<file path="config.mk">
export PLATFORM = sky130hd
export DESIGN_NAME = matmul_sequencer
export DESIGN_NICKNAME = d
export VERILOG_FILES = /design/src/rtl/matmul_pkg.sv /design/src/rtl/matmul_sequencer_step_counter.sv /design/src/rtl/matmul_sequencer.sv
export SDC_FILE = /design/constraint.sdc
export NUM_CORES = 1
export LEC_CHECK = 0
export ABC_AREA = 1
export CORE_ASPECT_RATIO = 0.7
export CORE_MARGIN = 5
export CORE_UTILIZATION = 48
export CTS_CLUSTER_SIZE = 20
export DETAILED_ROUTE_END_ITERATION = 8
export GPL_ROUTABILITY_DRIVEN = 0
export PLACE_DENSITY = 0.81
export SYNTH_ARGS = -nofsm -noshare
export SYNTH_HDL_FRONTEND = slang
export SYNTH_HIERARCHICAL = 1
export SYNTH_SLANG_ARGS = --single-unit
export TNS_END_PERCENT = 10
</file>
<file path="constraint.sdc">
create_clock -name clk -period 2.2 [get_ports clk]
set_input_delay 0.44 -clock clk [delete_from_list [all_inputs] [get_ports clk]]
set_output_delay 0.44 -clock clk [all_outputs]
set_load 0.03 [all_outputs]
</file>
<file path="src/rtl/matmul_pkg.sv">
// matmul_pkg: shared state encodings, default array size and drain-length helper
// for the matmul sequencer.
package matmul_pkg;

    typedef enum logic [2:0] {
        ST_IDLE  = 3'd0,
        ST_FEED  = 3'd1,
        ST_DRAIN = 3'd2,
        ST_WRITE = 3'd3,
        ST_DONE  = 3'd4
    } state_t;

    localparam int MAT_SIZE_DEFAULT = 4;

    // The array skews data by one cycle per row and column, so the last partial
    // sum leaves the array 2*M-1 cycles after the last operand enters.
    function automatic int drain_len(input int m);
        return 2 * m - 1;
    endfunction

endpackage

</file>
<file path="src/rtl/matmul_sequencer_step_counter.sv">
// step_counter: loadable down-counter with a terminal-count flag used to time
// one sequencer phase.
// Ports:
//   clk, reset  - clock, asynchronous active-high reset
//   i_load      - load i_value (takes priority over counting)
//   i_value     - phase length in cycles
//   o_tc        - high during the last cycle of the loaded phase
module step_counter #(
    parameter int W = 16
) (
    input  logic         clk,
    input  logic         reset,
    input  logic         i_load,
    input  logic [W-1:0] i_value,
    output logic         o_tc
);

    logic [W-1:0] r_cnt;

    always_ff @(posedge clk or posedge reset) begin
        if (reset)
            r_cnt <= '0;
        else if (i_load)
            r_cnt <= i_value;
        else if (r_cnt != '0)
            r_cnt <= r_cnt - 1'b1;
    end

    assign o_tc = (r_cnt == W'(1));

endmodule

</file>
<file path="src/rtl/matmul_sequencer.sv">
// matmul_sequencer: start/done responder that sequences one tile multiply
// (operand reads, array drain, result writes) on the systolic array.
// Optional feature: define MATMUL_SEQ_PERF_EN to add the busy_cycles counter.
// Ports:
//   clk, reset                 - clock, asynchronous active-high reset
//   start_mat_mul              - level request from the top-level controller
//   k_dim                      - accumulation depth, sampled on acceptance
//   a_base, b_base, c_base     - SRAM base addresses, sampled on acceptance
//   a_rd_en/a_addr, b_rd_en/b_addr - operand SRAM reads
//   c_wr_en/c_addr             - result SRAM writes
//   done_mat_mul               - completion level, held until start drops
//   busy_cycles                - clocks spent in FEED/DRAIN/WRITE (perf build only)
module matmul_sequencer
    import matmul_pkg::*;
#(
    parameter int MAT_SIZE = MAT_SIZE_DEFAULT,
    parameter int AWIDTH   = 10
) (
    input  logic              clk,
    input  logic              reset,
    input  logic              start_mat_mul,
    input  logic [7:0]        k_dim,
    input  logic [AWIDTH-1:0] a_base,
    input  logic [AWIDTH-1:0] b_base,
    input  logic [AWIDTH-1:0] c_base,
    output logic              a_rd_en,
    output logic              b_rd_en,
    output logic [AWIDTH-1:0] a_addr,
    output logic [AWIDTH-1:0] b_addr,
    output logic              c_wr_en,
    output logic [AWIDTH-1:0] c_addr,
    output logic              done_mat_mul
`ifdef MATMUL_SEQ_PERF_EN
    ,
    output logic [15:0]       busy_cycles
`endif
);

    localparam int CW = 16;

    state_t            r_state;
    state_t            w_next;
    logic              w_load;
    logic [CW-1:0]     w_load_val;
    logic              w_tc;
    logic              w_accept;
    logic              w_rd_en;
    logic              w_wr_en;
    logic [AWIDTH-1:0] w_a_addr;
    logic [AWIDTH-1:0] w_b_addr;
    logic [AWIDTH-1:0] w_c_addr;
    logic [AWIDTH-1:0] r_c_base;

    step_counter #(.W(CW)) u_step (
        .clk     (clk),
        .reset   (reset),
        .i_load  (w_load),
        .i_value (w_load_val),
        .o_tc    (w_tc)
    );

    always_comb begin
        w_next     = r_state;
        w_load     = 1'b0;
        w_load_val = '0;
        case (r_state)
            ST_IDLE:
                if (start_mat_mul) begin
                    w_next     = (k_dim == 8'd0) ? ST_DONE : ST_FEED;
                    w_load     = 1'b1;
                    w_load_val = CW'(k_dim);
                end
            ST_FEED:
                if (!start_mat_mul)
                    w_next = ST_IDLE;
                else if (w_tc) begin
                    w_next     = ST_DRAIN;
                    w_load     = 1'b1;
                    w_load_val = CW'(drain_len(MAT_SIZE));
                end
            ST_DRAIN:
                if (!start_mat_mul)
                    w_next = ST_IDLE;
                else if (w_tc) begin
                    w_next     = ST_WRITE;
                    w_load     = 1'b1;
                    w_load_val = CW'(MAT_SIZE);
                end
            ST_WRITE:
                if (!start_mat_mul)
                    w_next = ST_IDLE;
                else if (w_tc)
                    w_next = ST_DONE;
            ST_DONE:
                if (!start_mat_mul)
                    w_next = ST_IDLE;
            default:
                w_next = ST_IDLE;
        endcase
        w_accept = (r_state == ST_IDLE) && start_mat_mul;
        w_rd_en  = (w_next == ST_FEED);
        w_wr_en  = (w_next == ST_WRITE);
        // The address registers themselves hold base+cnt, so the A/B bases are
        // captured by loading them on acceptance and the counters step from there.
        w_a_addr = !w_rd_en ? '0 : w_accept ? a_base : a_addr + 1'b1;
        w_b_addr = !w_rd_en ? '0 : w_accept ? b_base : b_addr + 1'b1;
        w_c_addr = !w_wr_en ? '0 : (r_state == ST_DRAIN) ? r_c_base : c_addr + 1'b1;
    end

    always_ff @(posedge clk or posedge reset) begin
        if (reset) begin
            r_state      <= ST_IDLE;
            r_c_base     <= '0;
            a_rd_en      <= 1'b0;
            b_rd_en      <= 1'b0;
            a_addr       <= '0;
            b_addr       <= '0;
            c_wr_en      <= 1'b0;
            c_addr       <= '0;
            done_mat_mul <= 1'b0;
        end else begin
            r_state      <= w_next;
            if (w_accept)
                r_c_base <= c_base;
            a_rd_en      <= w_rd_en;
            b_rd_en      <= w_rd_en;
            a_addr       <= w_a_addr;
            b_addr       <= w_b_addr;
            c_wr_en      <= w_wr_en;
            c_addr       <= w_c_addr;
            done_mat_mul <= (w_next == ST_DONE);
        end
    end

`ifdef MATMUL_SEQ_PERF_EN
    always_ff @(posedge clk or posedge reset) begin
        if (reset)
            busy_cycles <= '0;
        else if (w_accept)
            busy_cycles <= '0;
        else if ((r_state == ST_FEED || r_state == ST_DRAIN || r_state == ST_WRITE) &&
                 busy_cycles != 16'hFFFF)
            busy_cycles <= busy_cycles + 1'b1;
    end
`endif

endmodule
</file>
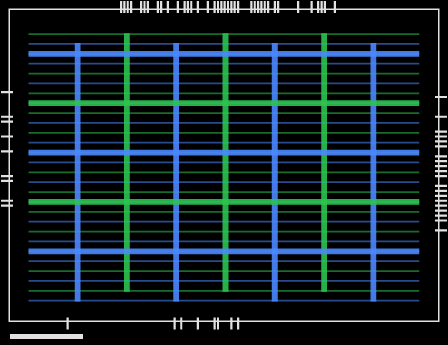
Run 1: floorplan with the power grid
Scale bar: 20 um. Pins as bars on the die edge.
VSS -> blue
VDD -> green
met5 straps = 5
rows = 27
met1 rails = 28
met4 straps = 7
signal pins = 75

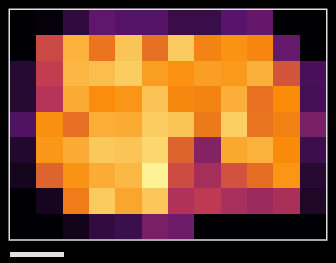
Run 1: local utilization
Scale bar: 20 um. 12 x 9 tiles, from black (low) to pale yellow (high), 0 to 100% covered.
nearly empty tiles = 13%
mean over tiles = 51%
tiles over 75% full = 35%
fullest tile = 97%
densest ninth of the die = center
utilization of the core after routing: 66.0%
area of the core: 7910 sq um
initial cell density of the core: 49.4%

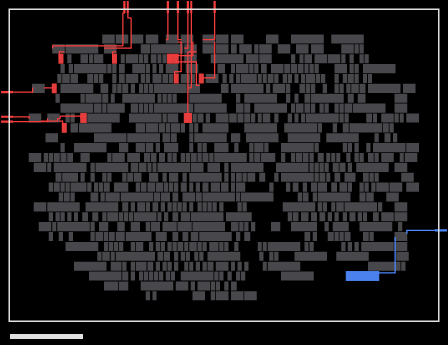
Run 1: port wiring
Scale bar: 20 um.
`c_wr_en` -> blue  # bits 1, direction output, end cells 1, buffers 1, wire 23.4 um
`b_base` -> red  # bits 10, direction input, end cells 10, buffers 10, wire 230 um

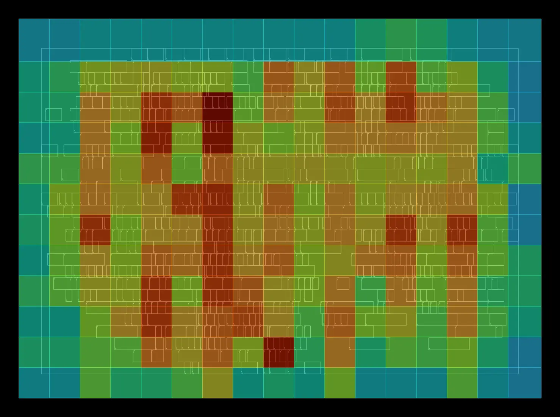
Run 1: routing congestion
global routing met3 resource utilization: 5.60%
average wire per cell in the routed design: 13.6 um
GRT Max-Usage Layer: met2
global-route total usage across every layer: 20.9%

==> run 1: worst max-delay path, cell delays in order (launching register included) <==
cell and delay (ns):
dfrtp_1 0.41, nor2_2 0.15, nand2_2 0.07, inv_1 0.07, nand3_1 0.10, nor3_2 0.28, nand2_2 0.10, buf_4 0.15
nor2_1 0.11, nand3_2 0.13, o21ai_0 0.14, nand2_1 0.07, o21ai_0 0.08, nand2_1 0.08, o21ai_1 0.07
==> run 1: state kept, by name (all words and copies together), names as in the netlist <==
name          flops
a_addr           10
b_addr           10
b_rd_en           1
c_addr           10
c_wr_en           1
done_mat_mul      1
r_c_base         10
r_state           3
u_step/r_cnt     16
==> run 1: cell families (layout without fill, tap and decap cells) <==
kind of cell    count (synthesis)  after routing  share of synthesized area [%]
compound gates                 53             53                           7.36
xor+xnor                        6              6                           1.34
fa+ha+maj                       5              5                           1.60
buf+inv                        98            191                           10.2
flops                          62             62                           39.7
other cells                     1              8                         0.0959
simple gates                  340            340                           39.7
==> run 1: what timing repair did <==
action                     in CTS  in global routing
pin swaps                       0                  6
cloned                          0                  0
setup buffers                   0                  3
resized                         1                 10
setup endpoints to repair       1                 33
==> run 1: layout by cell type, fill, tap and decap left out, types with 6 or more instances in the layout <==
| master | synthesis | layout |
|---|---|---|
| nand2_1 | 158 | 155 |
| nor2_1 | 85 | 81 |
| inv_1 | 81 | 80 |
| clkdlybuf4s50_1 | 0 | 74 |
| dfrtp_1 | 62 | 62 |
| nand3_1 | 47 | 46 |
| o21ai_0 | 27 | 27 |
| nor2_2 | 12 | 16 |
| buf_4 | 3 | 14 |
| a21oi_1 | 12 | 12 |
| nand2_2 | 8 | 10 |
| clkbuf_16 | 0 | 9 |
| or2_2 | 8 | 8 |
| conb_1 | 1 | 8 |
| inv_2 | 5 | 6 |
| nand4_1 | 6 | 6 |
| o21bai_1 | 6 | 6 |
==> run 1: power groups by stage <==
stage	Clock (mW)	Combinational [mW]	Sequential, mW
CTS	1.56	1.16	1.47
global route	1.61	1.33	1.51
global placement	0	1.12	1.48
finish	1.53	1.19	1.48
floorplan	0	0.743	1.52
detailed placement	0	1.15	1.49
==> run 1: layer usage <==
| layer | global-route usage, % | routed length [um] | vias up |
|---|---|---|---|
| met1 | 26.0 | 4580 | 1780 |
| li1 | - | - | 1925 |
| met2 | 35.4 | 5030 | 146 |
| met4 | 7.29 | 127 | 0 |
| met5 | 0 | 0 | - |
| met3 | 5.60 | 664 | 15 |
==> run 1: path summary, 6_finish.rpt <==
check	startpoint	end	slack, ns	cells after the start
min in group clk	r_c_base[0]$_DFFE_PP0P_	r_c_base[0]$_DFFE_PP0P_	0.48	2
max in group asynchronous	reset	u_step/r_cnt[15]$_DFFE_PP0P_	1.24	2
max reg2reg	u_step/r_cnt[5]$_DFFE_PP0P_	u_step/r_cnt[1]$_DFFE_PP0P_	0.10	14
min	reset	c_addr[1]$_DFF_PP0_	0.38	2
min reg2reg	r_c_base[0]$_DFFE_PP0P_	r_c_base[0]$_DFFE_PP0P_	0.48	2
max	u_step/r_cnt[5]$_DFFE_PP0P_	u_step/r_cnt[1]$_DFFE_PP0P_	0.10	14
==> notes.md, run 1 <==
Implementation status.

- The clock tree root buffer cell is clkbuf_16.
- The worst path uses 95.3% of the clock period.
- The type of the tightest min-delay check is input port to async pin.
- During placement, the flow inserted port buffers numbering 74.
- The area of all sequential standard cells is 1550 sq um.
- The largest buffer count on any clock path is 2.
- For this design the total switching power over the nets is 1.40 mW.
- The largest voltage drop on the vdd net is 0.000387 V.
- The routed layout has 3866 vias.
- TritonCTS built the clock tree.
- On the final layout, the worst clock skew is 0.00871 ns.
- The report shows a maximum critical-path fanout of 3.
- The number of placed instances, taps included, is 747.
- The relative area of non-clock buffer cells in the final design is 16.6%.
- In the final layout, multi-input gates take up 38.8% of the cell area.
- The estimated wirelength of the detail-placed design is 7680 um.
- On the reported timing paths, the clock transition at the registers reads 0.06 ns.
- After synthesis, the largest area contributor takes up 39.7% of total cell area.
- Adding up every negative setup slack in the final design gives 0 ns.
- The final routed wirelength across all metal layers is 10400 um.
- The flow ran to the end, and the final reports show no timing, DRC or antenna violations.
- Summing every instance area after synthesis gives 3910 sq um.
- Endpoints failing hold in the final report were tallied at 0.
- The die covers 10100 sq um.
- In this run the horizontal extent of the chip is 118 um.
- Counting the buffers created by CTS gives 9.
- The clock network fraction of design power is 36.4%.
- The final antenna diode tally reported by the flow is 0.
- The share of power burned in registers is 35.3%.
- STA classifies the critical path endpoint as a flop.
- Per the synthesis report, the dominant area consumer among library cells is dfrtp_1.
- The post-synth tally of flip-flops with integrated enable is 0.
- The design has 62 sequential cells.
- After layout, the inverter instance count without clock inverters stands at 86.
- Setup repair after global routing could not meet its margin everywhere.
- Sorting the synthesized cells by how often they occur yields 158 x nand2_1, 85 x nor2_1, 81 x inv_1.
- The count of unique library cells instantiated by Yosys is 31.
- During synthesis, Yosys emitted a total of 6 warnings.
- The layout report lists the multi-input gate area as 2020 sq um.
- The net count reported at finish is 706.
- The actual transition at the worst max-transition pin is 0.631 ns.
- The first global-routing pass estimated 17500 um of wire.
- The category of the critical setup timing path is flop to flop.
Run 1, placement by cell class:
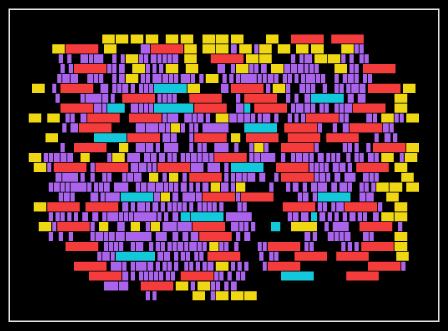

==> inputs of run 2 (changes only) <==
--- a/config.mk
+++ b/config.mk
@@ -12,6 +12,7 @@
 export CTS_CLUSTER_SIZE = 20
 export DETAILED_ROUTE_END_ITERATION = 8
 export GPL_ROUTABILITY_DRIVEN = 0
+export GPL_TIMING_DRIVEN = 0
 export PLACE_DENSITY = 0.81
 export SYNTH_ARGS = -nofsm -noshare
 export SYNTH_HDL_FRONTEND = slang
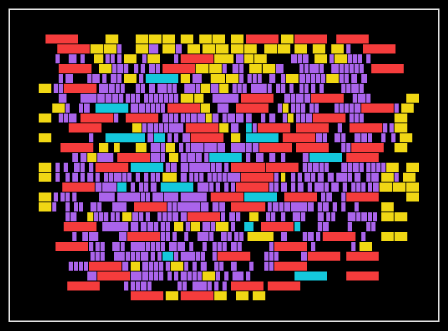
Run 2: placement by cell class
remaining buffers and delay cells -> yellow  # cells 103, share of their area 19%
registers -> red  # cells 62, share of their area 30%
clock drivers and dummy loads -> cyan  # cells 16, share of their area 5.7%
remaining logic cells -> purple  # cells 498, share of their area 46%
final non-filler cell area: 5310 sq um
fraction of area in registers: 29.3%
utilization of the core after routing: 67.2%
number of rows created at floorplan: 27

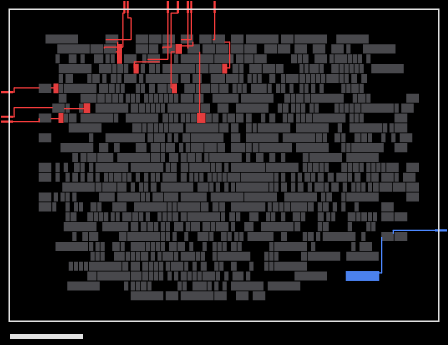
Run 2: port wiring
Scale bar: 20 um.
`b_base` -> red  # bits 10, direction input, end cells 10, buffers 10, wire 192 um
`c_wr_en` -> blue  # bits 1, direction output, end cells 1, buffers 1, wire 23.4 um
input/output buffers: 74
number of placed I/O pins: 75

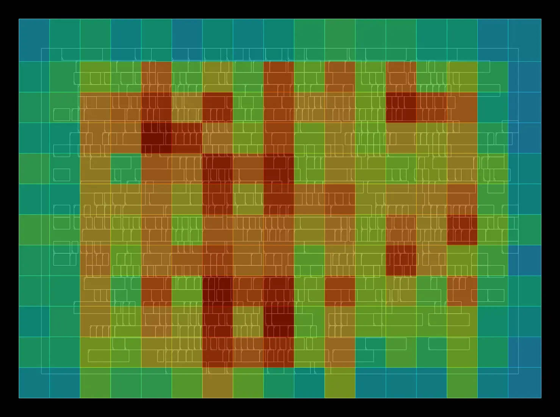
Run 2: routing congestion
fraction of met2 tracks used by global routing: 34.5%
global-route total usage across every layer: 20.6%
average wire per cell in the routed design: 13.7 um

==> notes.md, run 2 <==
Implementation status.

- Outcome: finished clean (unchanged).
- The width of the die is 118 um (unchanged).
- Commonest cells post-synth: 158 x nand2_1, 85 x nor2_1, 81 x inv_1 (unchanged).
- The vias after detailed routing is 3930 (was 3866).
- The count of unique library cells instantiated by Yosys is 31 (unchanged).
- The pre-placement core utilization is 49.4% (unchanged).
- The most crowded layer after global routing is met2 (unchanged).
- The type of the tightest min-delay check is input port to async pin (unchanged).
- The fraction of met1 tracks used by global routing came to 25.9% (was 26.0%).
- The clock input transition at the sequential cells of the worst setup and hold paths was 0.06 ns (about the same).
- The post-route clock skew was 0.00526 ns (was 0.00871 ns).
- The actual transition at the worst max-transition pin was 0.669 ns (was 0.631 ns).
- The top-area cell type share of the netlist area is 39.7% (unchanged).
- The estimated wirelength of the detail-placed design is 7530 um (was 7680 um).
- The family with the most delay on the worst path is simple AND/OR/NAND/NOR gates (unchanged).
- Leading cell types in the layout, fill and taps excluded: 156 x nand2_1, 83 x nor2_1, 79 x inv_1 (was 155 x nand2_1, 81 x nor2_1, 80 x inv_1).
- The clock tree root buffer cell is clkbuf_16 (unchanged).
- The first-pass GRT wire length is 17300 um (was 17500 um).
- The CTS buffer count is 9 (unchanged).
- The net count reported at finish was 720 (was 706).
- The flip-flop count of the largest register after layout is 16 (unchanged).
- The post-synth design cell area is 3910 sq um (unchanged).
- The largest voltage drop on the vdd net is 0.000345 V (was 0.000387 V).
- The final critical-path share of the clock period is 96.9% (was 95.3%).
- The die outline area was 10100 sq um (unchanged).
- The number of buffer and inverter stages on the critical path is 4 (was 2).
- The category of the critical setup timing path is flop to flop (unchanged).
- The final routed wirelength across all metal layers is 10700 um (was 10400 um).
- The critical path capture point type is a flop (unchanged).
- The routing usage on met3 is 5.14% (was 5.60%).
- The placeable core region is 7910 sq um (unchanged).
- The maximum fanout count along the critical path was 10 (was 3).
- The post-synth tally of flip-flops with integrated enable was 0 (unchanged).
- The largest buffer count on any clock path is 2 (unchanged).
run 2: cell counts after synthesis:
Identical to the previous run, type by type.
run 2: worst reg2reg max path, stage by stage, from the launching register on:
cell     delay [ns]
dfrtp_1        0.43
nor2_4         0.19
nand2_2        0.14
nor3_4         0.23
buf_4          0.14
buf_4          0.10
inv_1          0.10
a21oi_2        0.18
nand2_2        0.08
nand2_4        0.12
nand2_8        0.10
buf_8          0.16
nor2_2         0.10
run 2: final timing paths:
path / depth (start not counted) / to / slack, ns / start
max: 12 / b_addr[6]$_DFF_PP0_ / 0.07 / u_step/r_cnt[8]$_DFFE_PP0P_
min: 2 / r_c_base[3]$_DFFE_PP0P_ / 0.37 / reset
max reg2reg: 12 / b_addr[6]$_DFF_PP0_ / 0.07 / u_step/r_cnt[8]$_DFFE_PP0P_
min reg2reg: 2 / r_c_base[3]$_DFFE_PP0P_ / 0.49 / r_c_base[3]$_DFFE_PP0P_
max in group asynchronous: 2 / u_step/r_cnt[11]$_DFFE_PP0P_ / 1.15 / reset
min in group clk: 2 / r_c_base[3]$_DFFE_PP0P_ / 0.49 / r_c_base[3]$_DFFE_PP0P_
run 2: report_power, final:
part           internal, mW  leakage [nW]  switching, mW
clock                 0.878         0.142          0.538
sequential             1.31         0.806          0.181
combinational         0.496          1.69          0.721
total                  2.68          2.64           1.44
run 2: per-layer routing:
metal / wire (um) / share of wire (%)
met5: 7 / 0.066
met4: 187 / 1.8
met3: 706 / 6.6
met2: 5010 / 47
met1: 4740 / 45
run 2: layout make-up:
| class | count | area [sq um] | area share, % |
|---|---|---|---|
| buffer | 12 | 88.8 | 1.67 |
| timing repair buffer | 91 | 880 | 16.6 |
| multi-input combinational | 412 | 2040 | 38.4 |
| tap | 101 | 126 | 2.38 |
| sequential | 62 | 1550 | 29.3 |
| clock inverter | 7 | 72.6 | 1.37 |
| clock buffer | 9 | 225 | 4.24 |
| inverter | 86 | 328 | 6.17 |
run 2: cell families (layout without fill, tap and decap cells):
family | Yosys count | count (layout) | synth area share [%]
buffers and inverters | 98 | 205 | 10.2
flip-flops | 62 | 62 | 39.7
XOR/XNOR | 6 | 6 | 1.34
adder cells (fa/ha/maj) | 5 | 5 | 1.60
other | 1 | 8 | 0.0959
AND/OR/NAND/NOR | 340 | 340 | 39.7
AND-OR/OR-AND | 53 | 53 | 7.36
run 2: what timing repair did:
action / CTS / global route
buffers inserted: 6 / 10
hold buffers: 0 / 0
setup endpoints to repair: 22 / 44
gates resized: 7 / 16
pin swaps: 2 / 10
run 2: metrics by stage:
stage / TNS (ns) / instance area [sq um] / utilization, % / setup slack (ns)
2_1_floorplan: 0 / 3940 / - / 0.0369
3_3_place_gp: -17.97 / 4800 / 60.7 / -0.421
3_5_place_dp: -5.08 / 4820 / 61.0 / -0.414
4_1_cts: 0 / 5180 / 65.5 / 0.00974
5_1_grt: -0.369 / 5310 / 67.2 / -0.0586
6_report: 0 / 5310 / 67.2 / 0.0682
Run 2, local utilization:
Scale bar: 20 um. 12 x 9 tiles, from black (low) to pale yellow (high), 0 to 100% covered.
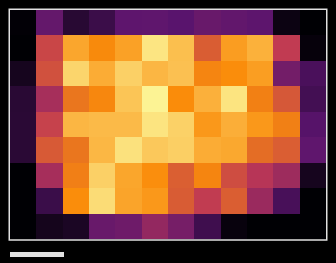

==> inputs of run 3 (changes only) <==
--- a/config.mk
+++ b/config.mk
@@ -13,6 +13,7 @@
 export DETAILED_ROUTE_END_ITERATION = 8
 export GPL_ROUTABILITY_DRIVEN = 0
 export GPL_TIMING_DRIVEN = 0
+export MAX_ROUTING_LAYER = met4
 export PLACE_DENSITY = 0.81
 export SYNTH_ARGS = -nofsm -noshare
 export SYNTH_HDL_FRONTEND = slang
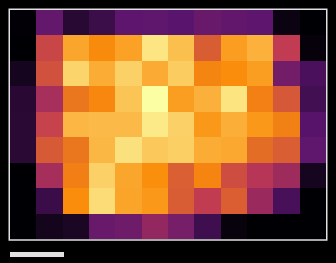
Run 3: local utilization
Scale bar: 20 um. 12 x 9 tiles, from black (low) to pale yellow (high), 0 to 100% covered.
densest ninth of the die = center
emptiest ninth of the die = lower right
mean over tiles = 52%
tiles over 75% full = 36%
fullest tile = 100%
utilization of the core after routing: 67.3%

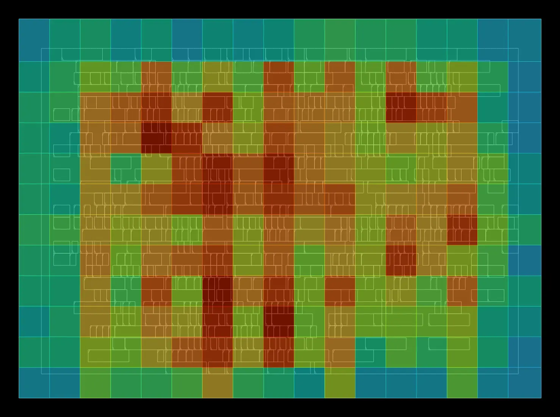
Run 3: routing congestion
fraction of met2 tracks used by global routing: 34.5%
global routing met3 resource utilization: 5.01%

==> notes.md, run 3 <==
Implementation status.

- The actual transition at the worst max-transition pin is 0.673 ns (was 0.669 ns).
- The count of buffers inserted at the top-level ports is 74 (unchanged).
- The net count reported at finish was 721 (was 720).
- The post-synth tally of flip-flops with integrated enable is 0 (unchanged).
- The die outline area is 10100 sq um (unchanged).
- The total of warnings raised by yosys was 6 (unchanged).
- The post-route clock skew came to 0.00510 ns (was 0.00526 ns).
- The count of unique library cells instantiated by Yosys was 31 (unchanged).
- The placeable core region came to 7910 sq um (unchanged).
- Outcome: finished clean (unchanged).
- The clock input transition at the sequential cells of the worst setup and hold paths is 0.06 ns (about the same).
- The delay of the slowest cell on the worst path was 0.43 ns (about the same).
- The floorplan die height is 85.5 um (unchanged).
- The largest buffer count on any clock path was 2 (unchanged).
- The number of failing hold endpoints at the final stage is 0 (unchanged).
- The uppermost layer routed is met4 (was met5).
- The total placed cells including tap cells is 748 (unchanged).
- The largest area contributor in the netlist is dfrtp_1 (unchanged).
- The first-pass GRT wire length was 17300 um (about the same).
- The pin count of the biggest net entering global routing came to 41 (unchanged).
- The number of buffers inserted for hold repair after clock tree synthesis is 0 (unchanged).
- The overflow left after global routing is 0 (unchanged).
- The via count of the first global-routing pass is 3805 (was 3817).
- The vias after detailed routing is 3940 (was 3930).
- The width of the die is 118 um (unchanged).
- The total met3 wirelength after detailed routing is 591 um (was 706 um).
- The CTS sink count is 62 (unchanged).
- The CTS buffer count is 9 (unchanged).
- The critical path capture point type was a flop (unchanged).
- The CTS tree is yes (unchanged).
- The pre-placement core utilization is 49.4% (unchanged).
- Leading cell types in the layout, fill and taps excluded: 156 x nand2_1, 83 x nor2_1, 79 x inv_1 (unchanged).
- The category of the critical setup timing path is flop to flop (unchanged).
- The final total negative setup slack is 0 ns (unchanged).
- The cell with the largest stage delay on the worst path is dfrtp_1 (unchanged).
- The flip-flop count of the largest register after layout is 16 (unchanged).
- The all-layer global routing usage is 21.2% (was 20.6%).
- The met1 wire length is 4830 um (was 4740 um).
- The top-area cell type share of the netlist area is 39.7% (unchanged).
- Cells along the critical path: nor2_4, nand2_2, nor3_4, buf_4, buf_4, inv_1, a21oi_2, nand2_2, nand2_4, nand2_8, buf_8, nor2_2 (unchanged).
- The final routed wirelength across all metal layers is 10700 um (about the same).
- The estimated wirelength of the detail-placed design was 7530 um (unchanged).
- The maximum fanout count along the critical path is 10 (unchanged).
- The final critical-path share of the clock period was 96.1% (was 96.9%).
- Commonest cells post-synth: 158 x nand2_1, 85 x nor2_1, 81 x inv_1 (unchanged).
- The type of the tightest min-delay check is input port to async pin (unchanged).
- The most common cell after layout, fill and taps aside is nand2_1 (unchanged).
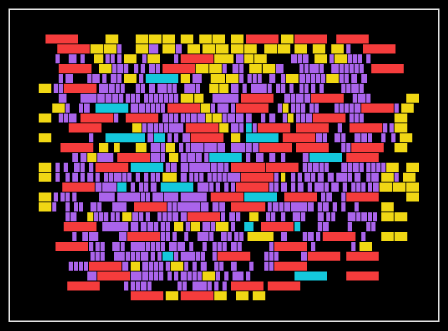
Run 3: placement by cell class
fraction of area in registers: 29.2%
final non-filler cell area: 5320 sq um

run 3: cell counts after synthesis:
Identical to the previous run, type by type.
run 3: cell families (layout without fill, tap and decap cells):
group	Yosys count	in the layout	synth area share, %
AND-OR/OR-AND	53	53	7.36
flip-flops	62	62	39.7
other	1	9	0.0959
AND/OR/NAND/NOR	340	340	39.7
XOR/XNOR	6	6	1.34
adder cells (fa/ha/maj)	5	5	1.60
buffers and inverters	98	206	10.2
run 3: routing by layer:
metal / GRT usage, % / up-vias
met4: 7.92 / 0
met2: 34.5 / 131
met5: - / -
met1: 26.1 / 1837
met3: 5.01 / 14
li1: - / 1958
run 3: critical path, delay by kind of cell, from the launching register on:
kind / cells / cell delay (ns)
and+or+nand+nor: 7 / 0.94
buffers and inverters: 4 / 0.49
DFF: 1 / 0.43
AOI/OAI and AO/OA: 1 / 0.18
run 3: stage by stage:
stage	setup slack [ns]	util, %	hold slack, ns	instance area (sq um)
after floorplan	0.0369	-	0.354	3940
after global placement	-0.421	60.7	0.464	4800
after detailed placement	-0.414	61.0	0.481	4820
after CTS	0.00974	65.5	0.365	5180
after global routing	-0.0520	67.3	0.383	5320
final	0.0853	67.3	0.371	5320
run 3: power by group:
group	leakage [nW]	internal, mW	total [mW]	switching, mW
Sequential	0.806	1.31	1.49	0.181
Combinational	1.70	0.496	1.22	0.722
Clock	0.142	0.878	1.41	0.537
Total	2.64	2.68	4.12	1.44
run 3: final timing paths:
check,startpoint,endpoint,slack (ns),cells past startpoint
min in group clk,r_c_base[3]$_DFFE_PP0P_,r_c_base[3]$_DFFE_PP0P_,0.49,2
setup reg to reg,u_step/r_cnt[8]$_DFFE_PP0P_,b_addr[6]$_DFF_PP0_,0.09,12
setup / recovery,u_step/r_cnt[8]$_DFFE_PP0P_,b_addr[6]$_DFF_PP0_,0.09,12
hold reg to reg,r_c_base[3]$_DFFE_PP0P_,r_c_base[3]$_DFFE_PP0P_,0.49,2
hold / removal,reset,r_c_base[3]$_DFFE_PP0P_,0.37,2
max in group asynchronous,reset,u_step/r_cnt[11]$_DFFE_PP0P_,1.15,2
run 3: timing repair:
action                                  CTS  global route
setup buffers                             6            11
resized                                   7            16
pin swaps                                 2            10
endpoints found under the setup margin   22            44
run 3: cell type report:
cell class                 count  area [sq um]
multi-input combinational    412          2040
inverter                      86           328
clock inverter                 7          72.6
tap                          101           126
clock buffer                   9           225
fill                         638          2580
timing repair buffer          92           887
antenna                        1          2.50
sequential                    62          1550
buffer                        12          88.8
Power is estimated from default activity; no workload was simulated.
